Figure 1. Met1 routing (run 1).
The bar under the picture is 50 um long. Supply wires on this layer in grey.
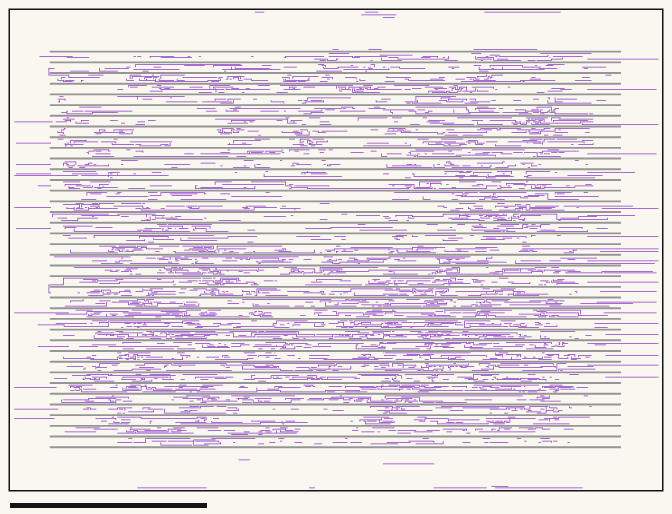
Figure 2. Met2 routing (run 1).
Cells faint in the background.
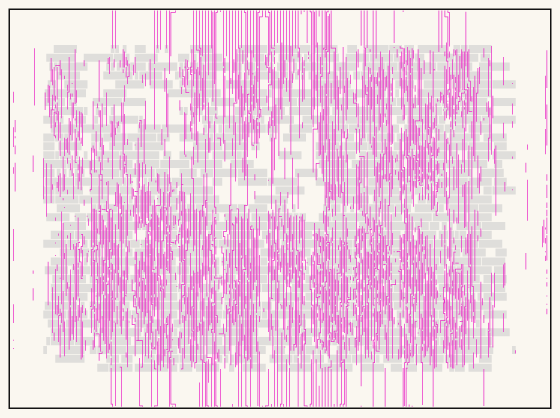
Figure 3. The metal 3 layer (run 1).
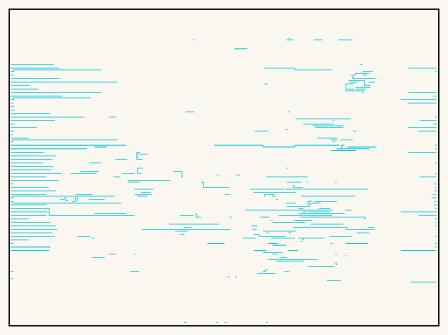
==> config.mk <==
export PLATFORM = sky130hd
export DESIGN_NAME = instruction_fetch_flat
export DESIGN_NICKNAME = d
export VERILOG_FILES = /design/src/rtl/mips_pkg.sv /design/src/rtl/instruction_fetch_if.sv /design/src/rtl/if_id_reg.sv /design/src/rtl/instruction_fetch.sv /design/src/flat_wrapper.sv
export SDC_FILE = /design/constraint.sdc
export NUM_CORES = 1
export LEC_CHECK = 0
export CAP_MARGIN = 30
export CORE_ASPECT_RATIO = 0.7
export CORE_MARGIN = 10
export CORE_UTILIZATION = 41
export CTS_CLUSTER_DIAMETER = 30
export DETAILED_ROUTE_END_ITERATION = 10
export PLACE_DENSITY_LB_ADDON = 0.3
export SETUP_SLACK_MARGIN = 0.15
export SLEW_MARGIN = 20
export SYNTH_ARGS = -nofsm -noshare
export SYNTH_HDL_FRONTEND = slang
export SYNTH_SLANG_ARGS = --single-unit
==> constraint.sdc <==
create_clock -name clk -period 1.75 [get_ports clk]
set_clock_uncertainty 0.05 [all_clocks]
set_input_delay 0.35 -clock clk [delete_from_list [all_inputs] [get_ports clk]]
set_output_delay 0.35 -clock clk [all_outputs]
set_load 0.1 [all_outputs]
==> impl_metrics.csv, run 1 <==
group,metric,value,unit
critical_path,arrival,2.12,ns
critical_path,reg2regPathDepth,5,
route,final_antenna_net_count,0,
synth,post-synth-top-area-fraction,51.6,%
global_route,grt_start_max_net_pins,51,
cts,ctsHoldBuffers,1,
critical_path,slowest_delay,0.60,ns
floorplanning,row_count,37,
placed_design,postPlaceCellArea,10400,um^2
global_route,grt_overflow,0,
outcome,status,"finished, violations left",
critical_path,critical_path_required,2.04,ns
cts,cts_inserted_buffers,17,
flow_run,warning_count,31,
global_route,grt_first_pass_wirelength,37.6,mm
synth,yosys.cell_count.top_type,"sky130_fd_sc_hd__nand2_1",
synth,ys_seq_share,51.6,%
critical_path,setup.reg_to_reg.worst_slack,-0.08,ns
final_timing,layout_setup_ws,-0.0815,ns
critical_path,worstSetupEndpointType,"register",
power_and_ir_drop,powerDensity,1350,nW/um^2
critical_path,crit_path_cell_trace,"and3_4, nand3_2, or4_4, nor2_1, xor2_1",
placed_design,placed_cells_incl_taps,1089,
final_timing,setup_viol_count_final,15,
critical_path,path_buffers,0,
outcome,failed_checks,"negative setup slack",
placed_design,dp.final_hpwl,16.9,mm
route,drtIter0Drc,600,
global_route,vias_in_the_first_global_route,6723,
min_path,timing.hold.worst.class,"input pin to asynchronous set/reset pin",
synth,ys_cells,664,
cts,clock-root-buffer,"sky130_fd_sc_hd__clkbuf_16",
layout,insertedDiodeCount,0,
-- Figure 1 (at the start) --
- share of all routed wire: 36%
- main direction: horizontal
- nets with wire on the layer: 928
- wire length on this layer: 9520 um
- longest straight run: 35.4 um
total number of vias: 6557
met1 demand-to-capacity share in global routing: 26.2%
wirelength, routed: 26.2 mm

-- Figure 2 (at the start) --
- longest straight run: 47.2 um
- share of all routed wire: 53%
- nets with wire on the layer: 949
GR met2 Demand/Resource: 40.6%

-- Figure 3 (at the start) --
- longest straight run: 44.4 um
- wire length on this layer: 2070 um
- share of all routed wire: 7.9%
GR met3 Demand/Resource: 7.05%

-- run 1: cells in the final DEF, fill, tap and decap left out, types with 31 or more instances in the layout --
master | synthesis | layout
sky130_fd_sc_hd__buf_6 | 2 | 32
sky130_fd_sc_hd__buf_12 | 0 | 145
sky130_fd_sc_hd__clkdlybuf4s50_1 | 0 | 62
sky130_fd_sc_hd__dfrtp_1 | 126 | 72
sky130_fd_sc_hd__xor2_1 | 33 | 31
sky130_fd_sc_hd__dfrtp_2 | 0 | 32
sky130_fd_sc_hd__nand2_1 | 161 | 154
sky130_fd_sc_hd__buf_4 | 18 | 76
sky130_fd_sc_hd__o21ai_1 | 1 | 34
-- run 1: cells by family (layout without fill, tap and decap cells) --
family	count (synthesis)	in the layout	synth area share, %
AOI/OAI and AO/OA	105	105	10.2
xor gates and xnor gates	57	57	8.17
adders and majority gates	2	2	0.410
buffers and inverters	60	366	5.14
DFF	126	126	51.6
muxes	3	3	0.492
other	2	8	0.123
and+or+nand+nor	309	310	23.9
-- run 1: power by group --
part	internal (mW)	total (mW)	switching, mW
logic	3.14	8.58	5.44
registers	3.45	4.09	0.634
clock network	2.29	3.68	1.39
-- run 1: area by class of cell --
cell class	count	area (um^2)	share of cell area (%)
tap	195	244	2.02
clock inverter	12	163	1.34
clock buffer	20	447	3.69
sequential	126	3280	27.1
multi-input combinational	485	3280	27.1
inverter	4	15.0	0.124
timing repair buffer	330	4670	38.6
-- run 1: metrics by stage --
| stage | setup slack (ns) | hold slack (ns) |
|---|---|---|
| 2_1_floorplan | -0.369 | 0.00441 |
| 3_3_place_gp | -0.483 | 0.240 |
| 3_5_place_dp | -0.565 | 0.243 |
| 4_1_cts | -0.0591 | 0.345 |
| 5_1_grt | -0.126 | 0.353 |
| 6_report | -0.0815 | 0.324 |
==> run 2, diff against run 1 <==
Settings changed: HOLD_SLACK_MARGIN set to 0.05.
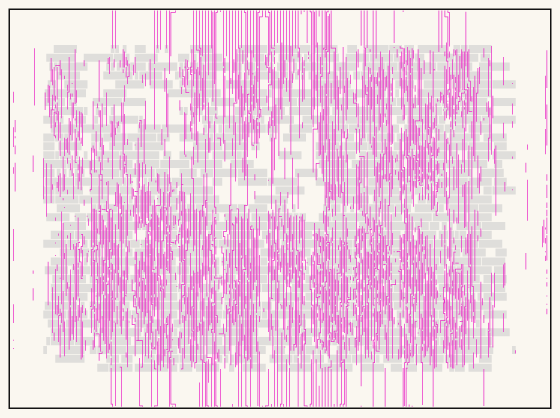
Figure 4: run 2, met2 routing.
Cells faint in the background.
- nets with wire on the layer: 949
- main direction: vertical
- longest straight run: 47.2 um
- share of all routed wire: 53%
- wire length on this layer: 13800 um

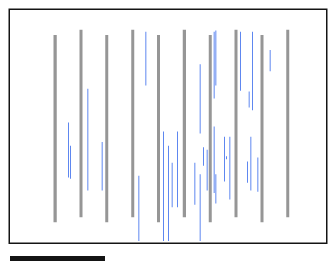
Figure 5: run 2, metal 4.
The bar under the picture is 50 um long. Supply wires on this layer in grey.
- main direction: vertical
- share of all routed wire: 3.0%
- longest straight run: 57.1 um
- nets with wire on the layer: 26
- wire length on this layer: 795 um

==> run 2 against run 1 <==
Against the previous run:
- die size stayed put
- the flow still finishes with violations (negative setup slack)
- power stayed put
- clock-buffer cell count stayed put
- critical path depth stayed put
- via count stayed put
- synthesized area stayed put
- highest routed layer unchanged
- critical endpoint unchanged
- non-clock buffer count stayed put
==> impl_metrics.csv, run 2 <==
group,metric,value,unit
critical_path,arrival,2.12,ns
outcome,status,"finished, violations left",
outcome,failed_checks,"negative setup slack",
final_timing,layout_setup_ws,-0.0815,ns
critical_path,crit_path_cell_trace,"and3_4, nand3_2, or4_4, nor2_1, xor2_1",
route,totalWireLength,26.2,mm
critical_path,slowest_delay,0.60,ns
placed_design,gp_congestion,0.869,
floorplanning,row_count,37,
final_timing,timing.hold.ws,0.324,ns
critical_path,worstSetupEndpointType,"register",
global_route,grt_start_max_net_pins,51,
route,dr_total_vias,6557,
layout,layout.cells.most_common,"sky130_fd_sc_hd__nand2_1",
layout,layout.area.seq,3280,um^2
route,final_antenna_net_count,0,
synth,ys_seq_share,51.6,%
flow_run,warning_count,31,
critical_path,crit_path_top_delay_cell,"sky130_fd_sc_hd__or4_4",
synth,yosys.cell_count.top_type,"sky130_fd_sc_hd__nand2_1",
synth,post-synth-top-area-fraction,51.6,%
layout,most-common-layout-cells,"sky130_fd_sc_hd__nand2_1, sky130_fd_sc_hd__buf_12, sky130_fd_sc_hd__buf_4",
synth,ys_cells,664,
layout,insertedDiodeCount,0,
cts,clock_latency,0.43,ns
placed_design,postPlaceCellArea,10400,um^2
final_timing,setup_viol_count_final,15,
layout,post_route_cells_drive_above_1_share,44.8,%
layout,combGateArea,3280,um^2
cts,clock-root-buffer,"sky130_fd_sc_hd__clkbuf_16",
synth,yosys_most_used_dff,"sky130_fd_sc_hd__dfrtp_1",
power_and_ir_drop,powerDensity,1350,nW/um^2
critical_path,path_buffers,0,
global_route,vias_in_the_first_global_route,6723,
critical_path,setup.reg_to_reg.worst_slack,-0.08,ns
floorplanning,initial_utilization,41.8,%
min_path,timing.hold.worst.class,"input pin to asynchronous set/reset pin",
placed_design,dp.final_hpwl,16.9,mm
cts,tritoncts,"built",
critical_path,reg2regPathDepth,5,
route,drtIter0Drc,600,
global_route,grt_overflow,0,
global_route,grt_first_pass_wirelength,37.6,mm
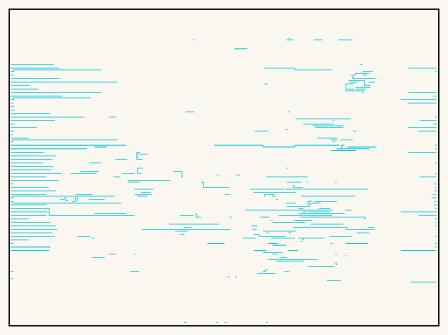
Figure 6: run 2, the metal 3 layer.
- nets with wire on the layer: 194
- main direction: horizontal
- wire length on this layer: 2070 um

[run 2: timing repair]
item / in CTS / in global routing
gates resized: 71 / 72
hold buffers: 1 / 0
cloned: 1 / 1
setup buffers: 28 / 20
endpoints found under the setup margin: 100 / 128
pin swaps: 26 / 41
endpoints found under the hold margin: 20 / 0
[run 2: logic make-up after synthesis]
kind of cell	Yosys count	share of synthesized area [%]
fa+ha+maj	2	0.410
simple gates	309	23.9
compound gates	105	10.2
mux	3	0.492
flops	126	51.6
xor+xnor	57	8.17
buf+inv	60	5.14
other cells	2	0.123
[run 2: final cells by class]
cell class                 count  area share [%]
timing repair buffer         330            38.6
multi-input combinational    485            27.1
sequential                   126            27.1
clock buffer                  20            3.69
tap                          195            2.02
clock inverter                12            1.34
inverter                       4           0.124
[run 2: routing by layer]
layer,track usage [%],wire length (um)
met1,26.2,9520
met4,8.66,794
met3,7.05,2070
met5,0,0
met2,40.6,13800
[run 2: report_power, final]
| group | switching (mW) | internal, mW |
|---|---|---|
| logic | 5.44 | 3.14 |
| registers | 0.634 | 3.45 |
| clock network | 1.39 | 2.29 |
[run 2: through the flow]
step / power [mW] / utilization (%) / setup WS [ns] / instances
floorplan: 8.65 / - / -0.369 / 670
global placement: 11.8 / 71.4 / -0.483 / 1089
detailed placement: 11.9 / 71.4 / -0.565 / 1089
CTS: 16.0 / 79.3 / -0.0591 / 1151
global route: 16.8 / 82.7 / -0.126 / 1172
finish: 16.3 / 82.7 / -0.0815 / 1172
No activity file was given, so power comes from the tool's default toggle rates.
